`src/rtl/corevx_ptw_pkg.sv`:
```
// Shared definitions for the corevx MMU page table walker: Sv32 field widths,
// PTE bit positions, Avalon response codes, PTW state encoding and the TLB
// command codes consumed by corevx_tlb.
package corevx_ptw_pkg;

    // Field widths
    localparam int unsigned VPN_W     = 20;
    localparam int unsigned VPN_SEG_W = 10;
    localparam int unsigned PPN_W     = 22;
    localparam int unsigned PTE_WIDTH = 32;
    localparam int unsigned PADDR_W   = 34;
    localparam int unsigned ABITS_W   = 8;
    localparam int unsigned RESP_W    = 2;

    // PTE bit positions
    localparam int unsigned PTE_BIT_V = 0;
    localparam int unsigned PTE_BIT_R = 1;
    localparam int unsigned PTE_BIT_W = 2;
    localparam int unsigned PTE_BIT_X = 3;
    localparam int unsigned PTE_BIT_U = 4;
    localparam int unsigned PTE_BIT_G = 5;
    localparam int unsigned PTE_BIT_A = 6;
    localparam int unsigned PTE_BIT_D = 7;

    // PTE PPN field and its two Sv32 segments
    localparam int unsigned PTE_PPN_MSB  = 31;
    localparam int unsigned PTE_PPN_LSB  = 10;
    localparam int unsigned PTE_PPN1_LSB = 20;
    localparam int unsigned PTE_PPN0_MSB = 19;

    // Avalon response codes
    localparam logic [RESP_W-1:0] AVL_RESP_OK        = 2'b00;
    localparam logic [RESP_W-1:0] AVL_RESP_RESERVED  = 2'b01;
    localparam logic [RESP_W-1:0] AVL_RESP_SLVERR    = 2'b10;
    localparam logic [RESP_W-1:0] AVL_RESP_DECODEERR = 2'b11;

    // Access bits reported for bare-mode translations (D A - - X W R V)
    localparam logic [ABITS_W-1:0] BARE_ACCESS_BITS = 8'hCF;

    // PTW state encoding
    typedef enum logic [1:0] {
        PTW_IDLE = 2'd0,
        PTW_READ = 2'd1,
        PTW_WAIT = 2'd2,
        PTW_DONE = 2'd3
    } ptw_state_e;

    // TLB command codes used by corevx_tlb
    localparam logic [1:0] TLB_CMD_NOP       = 2'd0;
    localparam logic [1:0] TLB_CMD_WRITE     = 2'd1;
    localparam logic [1:0] TLB_CMD_FLUSH_VA  = 2'd2;
    localparam logic [1:0] TLB_CMD_FLUSH_ALL = 2'd3;

endpackage

```
`src/rtl/corevx_ptw_pte_check.sv`:
```
// Combinational classification of a PTE returned by the walker's read.
// Ports:
//   pte         in  32  PTE read from memory
//   level       in  1   walk level the PTE was fetched at (1 = root)
//   response    in  2   Avalon response for the read
//   is_leaf     out 1   PTE grants R or X
//   pagefault   out 1   invalid, reserved W-only, misaligned superpage or level-0 pointer
//   accessfault out 1   bus error; takes priority over pagefault
//   misaligned  out 1   level-1 leaf with nonzero PPN[0]
module corevx_ptw_pte_check
    import corevx_ptw_pkg::*;
(
    input  logic [PTE_WIDTH-1:0] pte,
    input  logic                 level,
    input  logic [RESP_W-1:0]    response,
    output logic                 is_leaf,
    output logic                 pagefault,
    output logic                 accessfault,
    output logic                 misaligned
);

    logic invalid;
    logic unused_pte;

    assign accessfault = (response != AVL_RESP_OK);
    assign is_leaf     = pte[PTE_BIT_R] | pte[PTE_BIT_X];
    assign invalid     = ~pte[PTE_BIT_V] | (~pte[PTE_BIT_R] & pte[PTE_BIT_W]);
    assign misaligned  = is_leaf & level & (pte[PTE_PPN0_MSB:PTE_PPN_LSB] != '0);

    // A pointer at level 0 has nowhere left to go.
    assign pagefault   = ~accessfault & (invalid | misaligned | (~is_leaf & ~level));

    // PPN[1], RSW and U/G/A/D do not affect the classification.
    assign unused_pte  = ^{pte[PTE_PPN_MSB:PTE_PPN1_LSB], pte[PTE_BIT_D+2:PTE_BIT_U]};

endmodule

```
`src/rtl/corevx_ptw.sv`:
```
// Sv32 hardware page table walker. Resolves a TLB miss by reading one or two
// PTEs over an Avalon read master and reports PPN + access bits or a fault.
// Ports:
//   clk, rst_n                     clock, asynchronous active-high reset
//   resolve_request/virtual_address/satp_mode/satp_ppn   walk request (IDLE only)
//   resolve_done                   one-cycle completion pulse
//   resolve_pagefault/accessfault  fault flags, valid with done
//   resolve_physical_address       22-bit PPN, held until next completion
//   resolve_access_bits            PTE[7:0] of the last PTE read
//   avl_*                          Avalon read master (one read outstanding)
module corevx_ptw
    import corevx_ptw_pkg::*;
(
    input  logic                 clk,
    input  logic                 rst_n,
    input  logic                 resolve_request,
    input  logic [VPN_W-1:0]     virtual_address,
    input  logic                 satp_mode,
    input  logic [PPN_W-1:0]     satp_ppn,
    output logic                 resolve_done,
    output logic                 resolve_pagefault,
    output logic                 resolve_accessfault,
    output logic [PPN_W-1:0]     resolve_physical_address,
    output logic [ABITS_W-1:0]   resolve_access_bits,
    output logic [PADDR_W-1:0]   avl_address,
    output logic                 avl_read,
    input  logic                 avl_waitrequest,
    input  logic                 avl_readdatavalid,
    input  logic [PTE_WIDTH-1:0] avl_readdata,
    input  logic [RESP_W-1:0]    avl_response
);

    ptw_state_e             state_q;
    logic                   level_q;
    logic [VPN_SEG_W-1:0]   vpn0_q;

    logic chk_is_leaf;
    logic chk_pagefault;
    logic chk_accessfault;
    logic chk_misaligned;

    corevx_ptw_pte_check u_pte_check (
        .pte         (avl_readdata),
        .level       (level_q),
        .response    (avl_response),
        .is_leaf     (chk_is_leaf),
        .pagefault   (chk_pagefault),
        .accessfault (chk_accessfault),
        .misaligned  (chk_misaligned)
    );

    // Walk FSM with registered outputs; reset is active-high despite the name.
    always_ff @(posedge clk or posedge rst_n) begin
        if (rst_n) begin
            state_q                  <= PTW_IDLE;
            level_q                  <= 1'b0;
            vpn0_q                   <= '0;
            resolve_done             <= 1'b0;
            resolve_pagefault        <= 1'b0;
            resolve_accessfault      <= 1'b0;
            resolve_physical_address <= '0;
            resolve_access_bits      <= '0;
            avl_address              <= '0;
            avl_read                 <= 1'b0;
        end else begin
            resolve_done <= 1'b0;
            case (state_q)
                PTW_IDLE: begin
                    if (resolve_request) begin
                        vpn0_q              <= virtual_address[VPN_SEG_W-1:0];
                        resolve_pagefault   <= 1'b0;
                        resolve_accessfault <= 1'b0;
                        if (!satp_mode) begin
                            resolve_physical_address <= {2'b00, virtual_address};
                            resolve_access_bits      <= BARE_ACCESS_BITS;
                            resolve_done             <= 1'b1;
                            state_q                  <= PTW_DONE;
                        end else begin
                            level_q     <= 1'b1;
                            avl_address <= {satp_ppn, virtual_address[VPN_W-1:VPN_SEG_W], 2'b00};
                            avl_read    <= 1'b1;
                            state_q     <= PTW_READ;
                        end
                    end
                end
                PTW_READ: begin
                    if (!avl_waitrequest) begin
                        avl_read <= 1'b0;
                        state_q  <= PTW_WAIT;
                    end
                end
                PTW_WAIT: begin
                    if (avl_readdatavalid) begin
                        resolve_access_bits <= avl_readdata[ABITS_W-1:0];
                        if (chk_accessfault || chk_pagefault) begin
                            resolve_accessfault      <= chk_accessfault;
                            resolve_pagefault        <= chk_pagefault;
                            resolve_physical_address <= '0;
                            resolve_done             <= 1'b1;
                            state_q                  <= PTW_DONE;
                        end else if (chk_is_leaf) begin
                            // Level-1 leaf is a 4 MiB superpage: low PPN comes from the VPN.
                            resolve_physical_address <= level_q
                                ? {avl_readdata[PTE_PPN_MSB:PTE_PPN1_LSB], vpn0_q}
                                : avl_readdata[PTE_PPN_MSB:PTE_PPN_LSB];
                            resolve_done             <= 1'b1;
                            state_q                  <= PTW_DONE;
                        end else begin
                            level_q     <= 1'b0;
                            avl_address <= {avl_readdata[PTE_PPN_MSB:PTE_PPN_LSB], vpn0_q, 2'b00};
                            avl_read    <= 1'b1;
                            state_q     <= PTW_READ;
                        end
                    end
                end
                PTW_DONE: begin
                    state_q <= PTW_IDLE;
                end
                default: begin
                    state_q <= PTW_IDLE;
                end
            endcase
        end
    end

endmodule

```
`config.mk`:
```
export PLATFORM = sky130hd
export DESIGN_NAME = corevx_ptw
export DESIGN_NICKNAME = d
export VERILOG_FILES = /design/src/rtl/corevx_ptw_pkg.sv /design/src/rtl/corevx_ptw_pte_check.sv /design/src/rtl/corevx_ptw.sv
export SDC_FILE = /design/constraint.sdc
export NUM_CORES = 1
export LEC_CHECK = 0
export CORE_ASPECT_RATIO = 0.75
export CORE_MARGIN = 5
export CORE_UTILIZATION = 30
export DETAILED_ROUTE_END_ITERATION = 10
export MAX_ROUTING_LAYER = met4
export SYNTH_ARGS = -nofsm -noshare
export SYNTH_HDL_FRONTEND = slang
export SYNTH_SLANG_ARGS = --single-unit
```
`constraint.sdc`:
```
create_clock -name clk -period 3.35 [get_ports clk]
set_input_delay 0.5025 -clock clk [delete_from_list [all_inputs] [get_ports clk]]
set_output_delay 0.5025 -clock clk [all_outputs]
set_load 0.01 [all_outputs]
```
**Run 1: placed cells, one color a class**

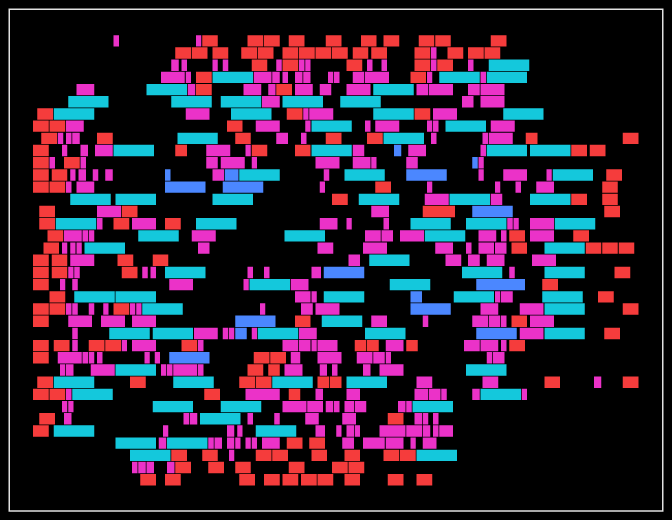
color	class	cells	share of their area
magenta	remaining logic cells	276	35%
blue	clock drivers and dummy loads	16	5.0%
cyan	registers	79	34%
red	remaining buffers and delay cells	155	26%
final core utilization: 0.444
flop share of the area: 0.327

**Run 1: clock wires, drivers and flops**

Scale bar: 50 µm.
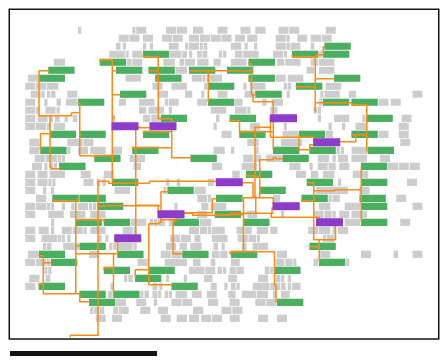
[purple] clock-net drivers | count: 9
[green] flip-flops | count: 79
[orange] clock wires | length: 1,190 µm
routed clock nets	10
worst skew pair latency: 340 ps
clock network power share: 0.172
clock skew: 6.26 ps
P_clk: 974 µW

**Run 1: gate families picked out**

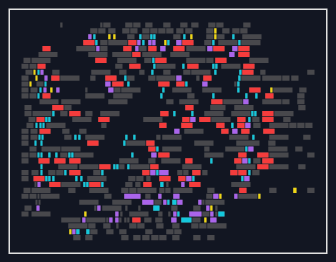
color	family	cells	most used
yellow	inv cells	18	inv_1
cyan	nand cells	95	nand2_1
purple	aoi and oai cells	55	o31ai_1
red	mux cells	77	mux2_4

==> results.yml, run 1 <==
# synthesis and place-and-route metrics
run_status:
  outcome: "finished clean"
timing:
  period_needed_ps: 2470
  finalHoldViolCount: 0
  setup_slack_ps: 882
  setup_violations: 0
  finalCritPeriodShare: 0.737
  setup_tns_ps: 0
  max_freq_ghz: 0.405
  final-max-slew-violation-count: 0
power:
  p_total_uw: 5650
  p_per_area_nw_per_um2: 934
  power.leakage_uw: 0.00276
  ir_drop_mv: 0.365
worst_setup_path:
  worstPathRequired_ps: 3560
  critPathKind: "in2reg"
  cp_top_family: "buffers and inverters"
  cp-end-kind: "flip-flop"
  path_max_fanout: 23
  crit_arrival_ps: 2680
  crit_slowest_cell: "clkdlybuf4s50_1"
  cp-start-kind: "input port"
  cp_slowest_stage_delay_ps: 540
finish:
  nNetsFinal: 603
  syn2layout_area_growth_pct: 46.3
  logic_area_um2: 1950
  nFillCells: 1289
  final_layout_size_suffix_gt1_frac: 0.183
synth:
  synth_chip_area_um2: 4130
  netlist.area_leader.share: 0.479
  synth.area.top_cells: "dfrtp_1 (48%), mux2_4 (15%), nand2_1 (8.0%)"
  yosysTopAreaCell: "dfrtp_1"
  synthArstFlopShare: 1.00
  yosysSeqAreaShare: 0.479
  syn-cell-area_um2: 4130
  ys_ff: 79
  synthMostInstantiatedCell: "nand2_1"
  syn_avg_cell_area_um2: 10.8
floorplanning:
  ioPinCount: 150
  die.size.y_um: 112
  rows: 37
  die_w_um: 145
placement:
  port_buffers: 145
  pre_cts_ws_ps: 540
drt:
  vias: 3309
  drt_wl_total_mm: 12.7
  drcViolationCount: 0
  viasPerCell: 4.72
  drtIter0Drc: 206
cts:
  cts_root_buffer: "clkbuf_16"
  cts_max_level: 3
  cts_setup_buffers: 0
  cts_buffer_depth: 2
  clock_sinks: 79
  clkTransAtPathRegs_ps: 60
  hold_buffers: 0
  numCtsBuffers: 9
  cts-resized-gates: 0
global_route:
  grt_overflow: 0
  grt_pass1_wl_mm: 19.7
  grt_usage: 0.159
  grt_use_met1: 0.225
  met2_usage: 0.227
  grt_pass1_vias: 3396
  use_met3: 0.0431
  grt_max_degree: 61
hold_path:
  hold_path.class: "reg2reg"
flow_run:
  warnings: 28
-- run 1: cells in the final DEF, fill, tap and decap left out, drive strengths merged, types with 2 or more instances in the layout --
cell type / netlist / final
nand2: 88 / 88
a21oi: 11 / 11
dfrtp: 79 / 79
o21ai: 16 / 16
conb: 1 / 2
clkbuf: 13 / 11
clkinvlp: 0 / 2
nor3b: 2 / 2
nand2b: 3 / 3
clkinv: 0 / 3
mux2: 66 / 66
mux2i: 11 / 11
clkdlybuf4s50: 0 / 145
inv: 18 / 17
buf: 14 / 10
o31ai: 21 / 21
nor2: 18 / 18
nor4: 3 / 3
a211oi: 2 / 2
nand3: 3 / 3
-- run 1: layer usage --
layer	vias up	routed length [µm]
met5	-	0
met4	0	175
met3	11	787
met2	114	5620
met1	1606	6160
li1	1578	-
-- run 1: final cells by class --
cell class,count,area share
clock buffer,11,0.0385
tap,175,0.0362
clock inverter,5,0.00973
timing repair buffer,155,0.255
sequential,79,0.327
inverter,18,0.0114
multi-input combinational,258,0.322
-- run 1: where the power goes --
part	leakage, µW	internal (µW)	switching, µW
Combinational	0.00168	1680	1260
Sequential	0.000945	1420	315
Clock	0.000136	578	396
Total	0.00276	3680	1970
-- run 1: cell families after synthesis --
family	synth area share
compound gates	0.101
buf+inv	0.0536
flops	0.479
mux	0.245
other cells	0.000908
simple gates	0.121
-- run 1: registers in the layout, summed over array words and instances, names as in the netlist --
signal	flops
avl_address	32
avl_read	1
level_q	1
resolve_access_bits	8
resolve_accessfault	1
resolve_done	1
resolve_pagefault	1
resolve_physical_address	22
state_q	2
vpn0_q	10
-- run 1: metrics by stage --
step	instances	area, µm²	hold slack (ps)
floorplan	382	4130	503
global placement	685	5750	477
detailed placement	685	5750	480
finish	701	6040	499
global route	701	6040	513
CTS	701	6040	501
-- run 1: worst paths after layout --
kind	startpoint	end	slack, ps	cells after the start
max	resolve_request	resolve_physical_address[21]	880	6
min	avl_address[27]	avl_address[27]	500	1
max reg2reg	state_q[1]	resolve_physical_address[21]	1070	5
min reg2reg	avl_address[27]	avl_address[27]	500	1
max in group asynchronous	rst_n	resolve_physical_address[21]	1880	3
min in group asynchronous	rst_n	resolve_physical_address[5]	700	2
**Run 1: where the registers sit**

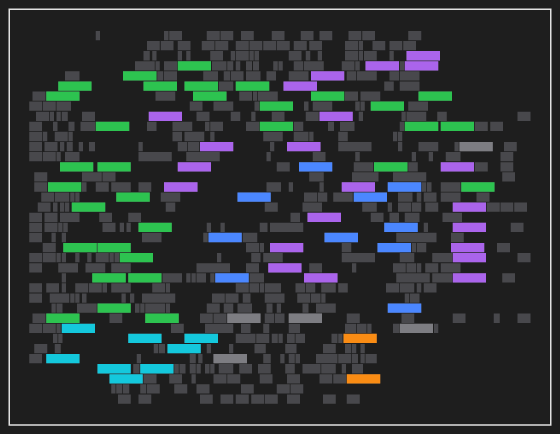

==> run 1 -> run 2 <==
==> constraint.sdc (replaced) <==
create_clock -name clk -period 2.6 [get_ports clk]
set_input_delay 0.39 -clock clk [delete_from_list [all_inputs] [get_ports clk]]
set_output_delay 0.39 -clock clk [all_outputs]
set_load 0.01 [all_outputs]
**Run 2: where the registers sit**

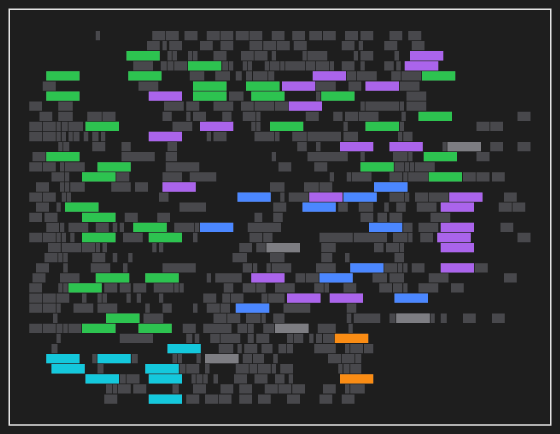
color	signal	sequential cells
orange	state_q	2
cyan	resolve_access_bits	8
purple	resolve_physical_address	22
blue	vpn0_q	10
green	avl_address	32
not colored	5
final core utilization: 0.451
flop share of the area: 0.322
P_seq: 2250 µW
register area: 1980 µm²

==> results.yml, run 2 <==
# synthesis and place-and-route metrics
synth:
  syn_avg_cell_area_um2: 10.8
  syn-cell-area_um2: 4130
  netlist.area_leader.share: 0.479
  edf_count: 0
  synth_cells: 381
  common_cells: "nand2_1 (88), dfrtp_1 (79), mux2_4 (42)"
  yosysTopAreaCell: "dfrtp_1"
  ys_ff: 79
  synthArstFlopShare: 1.00
  synth_chip_area_um2: 4130
  ys_warn_count: 0
  flop_cell: "dfrtp_1"
  synth.distinct_cells: 37
  yosys_cells: 381
  yosysSeqAreaShare: 0.479
  synthMostInstantiatedCell: "nand2_1"
  synth.area.top_cells: "dfrtp_1 (48%), mux2_4 (15%), nand2_1 (8.0%)"
flow_run:
  drv_cap: 0
  warnings: 28
drt:
  drtIter0Drc: 171
  avgRoutedWirePerCell_um: 18.0
  drcViolationCount: 0
  dr.pass1.iters: 6
  vias: 3324
  drt_wl_total_mm: 12.7
  ant_nets: 0
  viasPerCell: 4.71
timing:
  worstMarginPinSlew_ps: 568
  period_needed_ps: 2100
  final-max-slew-violation-count: 0
  worst_clock_skew_ps: 7.44
  max_freq_ghz: 0.475
  setup_violations: 0
  maxSlewHeadroom: 0.621
  rsz0062_at_grt: "no"
  finalHoldViolCount: 0
  setup_tns_ps: 0
  finalCritPeriodShare: 0.810
  setup_slack_ps: 495
floorplanning:
  die_w_um: 145
  dieArea_um2: 16200
  design.core.area_um2: 13600
  ioPinCount: 150
  die.size.y_um: 112
  rows: 37
  fp_util: 0.303
global_route:
  grt_max_degree: 38
  grt_antenna_before_repair: 0
  grt_overflow: 0
  grt_pass1_wl_mm: 20.0
  grt_pass1_vias: 3476
  grt_usage: 0.161
worst_setup_path:
  crit_arrival_ps: 2320
  crit_slowest_cell: "clkdlybuf4s50_1"
  cp_slowest_stage_delay_ps: 540
  worstPathRequired_ps: 2810
  path_max_fanout: 34
  critPathKind: "in2reg"
  cp-end-kind: "flip-flop"
  crit_chain: "clkdlybuf4s50_1, nor4_1, nand4b_1, a211o_2, buf_12, mux2_1"
  cp-start-kind: "input port"
finish:
  syn2layout_area_growth_pct: 48.8
  diodes: 0
  largest_register: "avl_address"
  nNetsFinal: 608
  most-common-layout-cells: "clkdlybuf4s50_1 (145), nand2_1 (88), dfrtp_1 (79), mux2_4 (42), o31ai_1 (20)"
  final_layout_size_suffix_gt1_frac: 0.194
  largest_reg_flops: 32
  layout_top_cell: "clkdlybuf4s50_1"
  reg_top3: "avl_address: 32 flops, resolve_physical_address: 22 flops, vpn0_q: 10 flops"
cts:
  cts-resized-gates: 0
  clkTransAtPathRegs_ps: 60
  numCtsBuffers: 9
  cts_max_level: 3
  cts_buffer_depth: 2
  cts_setup_buffers: 0
  clock_sinks: 79
  cts_root_buffer: "clkbuf_16"
  hold_buffers: 0
  clkLatencyLatePin_ps: 330
  cts_tree: "done"
placement:
  gp_congestion: 0.823
  port_buffers: 145
  pre_cts_ws_ps: 161
  dp_hpwl_mm: 9.48
run_status:
  outcome: "finished clean"
hold_path:
  hold_path.class: "in2async"
power:
  ir_drop_mv: 0.435
  p_per_area_nw_per_um2: 1200
  power.leakage_uw: 0.00281
**Run 2: clock wires, drivers and flops**

Scale bar: 50 µm.
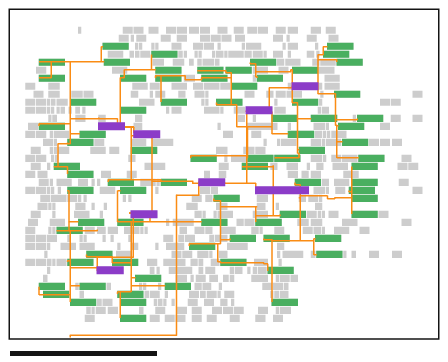
[green] flip-flops | count: 79
[orange] clock wires | length: 1,180 µm
[purple] clock-net drivers | count: 9
flops lie	spread over the die
routed clock nets	10

-- run 2: netlist changes by cell type in the layout (fill, tap and decap cells not counted) --
cell and change:
buf_12 +4, inv_6 +3, clkbuf_1 -2, buf_4 +1, clkinv_2 -1, clkinv_4 -1, clkinvlp_4 +1
-- run 2: metal layers --
| layer | vias up | track usage | wire (µm) |
|---|---|---|---|
| li1 | 1599 | - | - |
| met1 | 1616 | 0.230 | 6290 |
| met2 | 100 | 0.230 | 5640 |
| met3 | 9 | 0.0427 | 685 |
| met4 | 0 | 0.0354 | 114 |
| met5 | - | - | 0 |
-- run 2: metrics by stage --
| step | utilization | power (µW) | cell area, µm² | hold slack, ps | instances |
|---|---|---|---|---|---|
| after floorplan | - | 4480 | 4130 | 488 | 382 |
| after global routing | 0.451 | 7880 | 6140 | 472 | 706 |
| after global placement | 0.429 | 6070 | 5840 | 476 | 690 |
| final | 0.451 | 7380 | 6140 | 420 | 706 |
| after detailed placement | 0.429 | 6140 | 5840 | 483 | 690 |
| after CTS | 0.451 | 7500 | 6140 | 433 | 706 |
-- run 2: cells by family (layout without fill, tap and decap cells) --
family	count (synthesis)	after routing	share of synthesized area
mux	77	77	0.245
other cells	1	2	0.000908
compound gates	59	59	0.101
flops	79	79	0.479
simple gates	120	120	0.121
buf+inv	45	194	0.0536
-- run 2: critical path: cells and delay by family --
kind,cells,cell delay [ps]
buffers and inverters,2,740
AND-OR/OR-AND,1,400
AND/OR/NAND/NOR,2,440
multiplexers,1,330
-- run 2: cell type report --
class                   instances  area [µm²]
well taps                     175         219
multi-input cells             258        1950
fillers                      1282        7470
clock inverters                 7        78.8
inverters                      18        68.8
flip-flops and latches         79        1980
clock buffers                   9         225
repair buffers                160        1630
-- run 2: path summary, 6_finish.rpt --
check | cells past startpoint | endpoint | start | slack, ps
max reg2reg | 5 | avl_address[25] | state_q[1] | 590
min in group clk | 1 | avl_address[29] | avl_address[29] | 490
max in group asynchronous | 3 | resolve_physical_address[5] | rst_n | 1590
min | 2 | avl_read | rst_n | 420
max | 6 | avl_address[25] | avl_readdata[3] | 500
min reg2reg | 1 | avl_address[29] | avl_address[29] | 490
-- run 2: power by group --
group | internal (µW) | leakage [µW] | switching, µW
logic | 2230 | 0.00173 | 1600
registers | 1830 | 0.000945 | 423
clock network | 754 | 0.000139 | 551
total | 4810 | 0.00281 | 2580
**Run 2: the clock network**

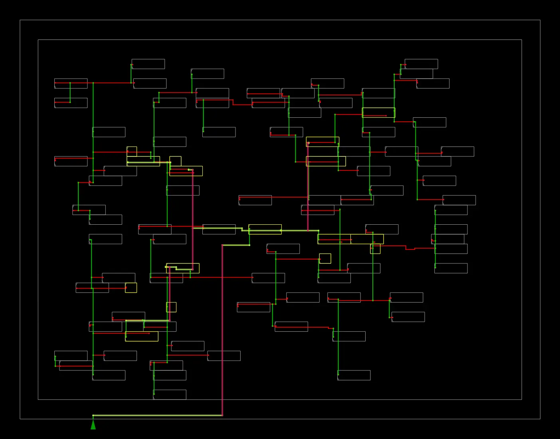

==> run 2 -> run 3 <==
==> constraint.sdc (replaced) <==
create_clock -name clk -period 1.92 [get_ports clk]
set_input_delay 0.288 -clock clk [delete_from_list [all_inputs] [get_ports clk]]
set_output_delay 0.288 -clock clk [all_outputs]
set_load 0.01 [all_outputs]
**Run 3: the clock network**

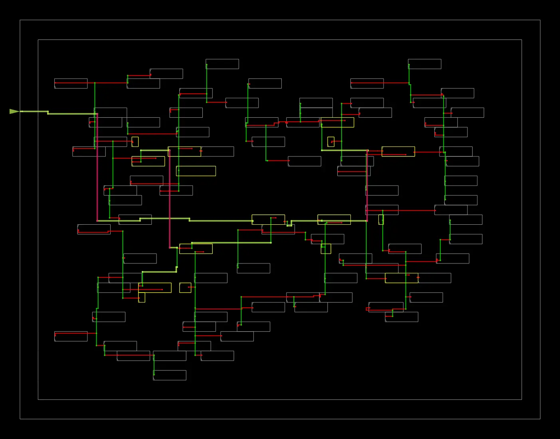
clock sinks: 79
Layout clock buffers: 10
Flops: 79
P_clk: 1680 µW
CTS Buf Count: 9

**Run 3: placed cells, one color a class**

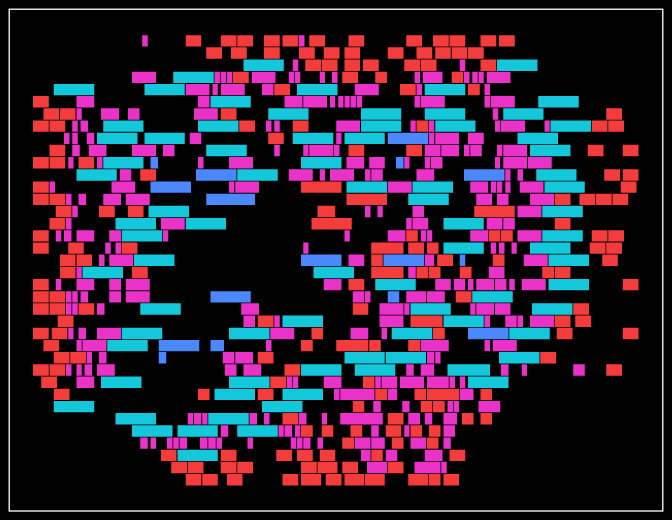
color	class	cells	share of their area
blue	clock drivers and dummy loads	16	4.6%
cyan	registers	79	31%
magenta	remaining logic cells	276	33%
red	remaining buffers and delay cells	194	31%

==> results.yml, run 3 <==
# synthesis and place-and-route metrics
timing:
  final-max-slew-violation-count: 0
  worst_clock_skew_ps: 6.49
  period_needed_ps: 1900
  finalHoldViolCount: 0
  setup_tns_ps: 0
  finalCritPeriodShare: 0.989
  max_freq_ghz: 0.527
  setup_violations: 0
flow_run:
  warnings: 28
  drv_cap: 0
synth:
  synth_cells: 381
  edf_count: 0
  yosysSeqAreaShare: 0.479
  synth.distinct_cells: 37
  syn-cell-area_um2: 4130
  netlist.area_leader.share: 0.479
  syn_avg_cell_area_um2: 10.8
  flop_cell: "dfrtp_1"
  synthMostInstantiatedCell: "nand2_1"
  yosysTopAreaCell: "dfrtp_1"
  common_cells: "nand2_1 (88), dfrtp_1 (79), mux2_4 (42)"
  synth.area.top_cells: "dfrtp_1 (48%), mux2_4 (15%), nand2_1 (8.0%)"
  ys_ff: 79
  synthArstFlopShare: 1.00
  ys_warn_count: 0
  synth_chip_area_um2: 4130
  yosys_cells: 381
finish:
  utilization: 0.479
  reg_top3: "avl_address: 32 flops, resolve_physical_address: 22 flops, vpn0_q: 10 flops"
  final_layout_size_suffix_gt1_frac: 0.250
  logic_area_um2: 1990
  largest_register: "avl_address"
  ff_latch_area_um2: 1980
  nNetsFinal: 642
  syn2layout_area_growth_pct: 57.9
  nFillCells: 1249
  most-common-layout-cells: "clkdlybuf4s50_1 (140), nand2_1 (88), dfrtp_1 (78), mux2_4 (42), buf_4 (39)"
  stdcell_area_um2: 6520
  largest_reg_flops: 32
  diodes: 0
  layout_top_cell: "clkdlybuf4s50_1"
  instances_no_fill: 740
worst_setup_path:
  crit_buf_inv: 2
  worstPathRequired_ps: 2130
  crit_slowest_cell: "dfrtp_2"
  cp-start-kind: "flip-flop"
  cp-end-kind: "flip-flop"
  cp_slowest_stage_delay_ps: 440
  cp_top_family: "flip-flops"
  crit_chain: "or3b_4, a21oi_4, o31ai_4, buf_4, clkbuf_16, mux2_4"
  path_max_fanout: 11
  critPathKind: "reg2reg"
  crit_arrival_ps: 2110
power:
  power.leakage_uw: 0.00306
  ir_drop_mv: 0.650
  p_int_uw: 6840
  comb_power_share: 0.554
  switching_share: 0.350
  switching_power_uw: 3680
  p_total_uw: 10500
  p_seq_frac: 0.287
  clkPwrFrac: 0.160
  p_per_area_nw_per_um2: 1610
floorplanning:
  rows: 37
  ioPinCount: 150
  design.core.area_um2: 13600
  dieArea_um2: 16200
  die_w_um: 145
  die.size.y_um: 112
  fp_util: 0.303
global_route:
  grt_usage: 0.159
  grt_pass1_wl_mm: 20.0
  grt_antenna_before_repair: 0
  grt_overflow: 0
  grt_pass1_vias: 3608
  grt_max_degree: 35
placement:
  gp_congestion: 0.792
  port_buffers: 145
  dp_hpwl_mm: 9.58
  dpl.cell_count: 716
  placedInstanceArea_um2: 6050
drt:
  drcViolationCount: 0
  avgRoutedWirePerCell_um: 18.3
  drt_wl_total_mm: 13.6
  dr.pass1.iters: 4
  ant_nets: 0
  viasPerCell: 4.65
  vias: 3444
  drtIter0Drc: 150
cts:
  cts_tree: "done"
  cts_buffer_depth: 2
  hold_buffers: 0
  cts_max_level: 3
  clkLatencyLatePin_ps: 330
  clkTransAtPathRegs_ps: 60
  cts_root_buffer: "clkbuf_16"
run_status:
  outcome: "finished clean"
hold_path:
  hold_path.class: "in2async"
run 3: power groups by stage:
stage | Combinational, µW | Sequential [µW] | Clock (µW)
floorplan | 2900 | 3180 | 0
global placement | 5390 | 2990 | 0
detailed placement | 5510 | 3000 | 0
CTS | 5520 | 3010 | 1730
global route | 6230 | 3110 | 1810
finish | 5820 | 3010 | 1680
run 3: layout make-up:
| type | instances | area share |
|---|---|---|
| multi-input cells | 258 | 0.306 |
| flip-flops and latches | 79 | 0.303 |
| repair buffers | 194 | 0.302 |
| clock buffers | 10 | 0.0351 |
| well taps | 175 | 0.0336 |
| inverters | 18 | 0.0109 |
| clock inverters | 6 | 0.00940 |
run 3: repair_timing:
| item | CTS | global route |
|---|---|---|
| buffers inserted | 1 | 2 |
| setup endpoints to repair | 32 | 56 |
| resized | 1 | 12 |
| gates cloned | 0 | 5 |
| pin swaps | 2 | 5 |
run 3: kinds of logic after synthesis:
kind of cell	share of synthesized area
multiplexers	0.245
AND/OR/NAND/NOR	0.121
buffers and inverters	0.0536
flip-flops	0.479
other	0.000908
AND-OR/OR-AND	0.101
run 3: worst paths after layout:
check | start | to | slack, ps | depth (start not counted)
worst min register to register | resolve_physical_address[16] | resolve_physical_address[16] | 510 | 1
min in group clk | resolve_request | state_q[1] | 410 | 3
max in group asynchronous | rst_n | avl_address[19] | 1160 | 3
worst min-delay path | rst_n | avl_read | 270 | 2
worst max-delay path | state_q[1] | resolve_physical_address[9] | 20 | 6
worst max register to register | state_q[1] | resolve_physical_address[9] | 20 | 6
run 3: layer usage:
metal  wire [µm]  GRT usage  part of all wire
met1        6730      0.224              0.50
met2        5960      0.233              0.44
met3         798     0.0423             0.059
met4          76     0.0292            0.0056
met5           0          -                 0
run 3: stage by stage:
stage | hold WS (ps) | setup slack, ps
after floorplan | 386 | 1.83
after CTS | 267 | 1.71
after global placement | 487 | -422
after global routing | 276 | -4.15
after detailed placement | 490 | -414
final | 270 | 21.1
No activity file was given, so power comes from the tool's default toggle rates.
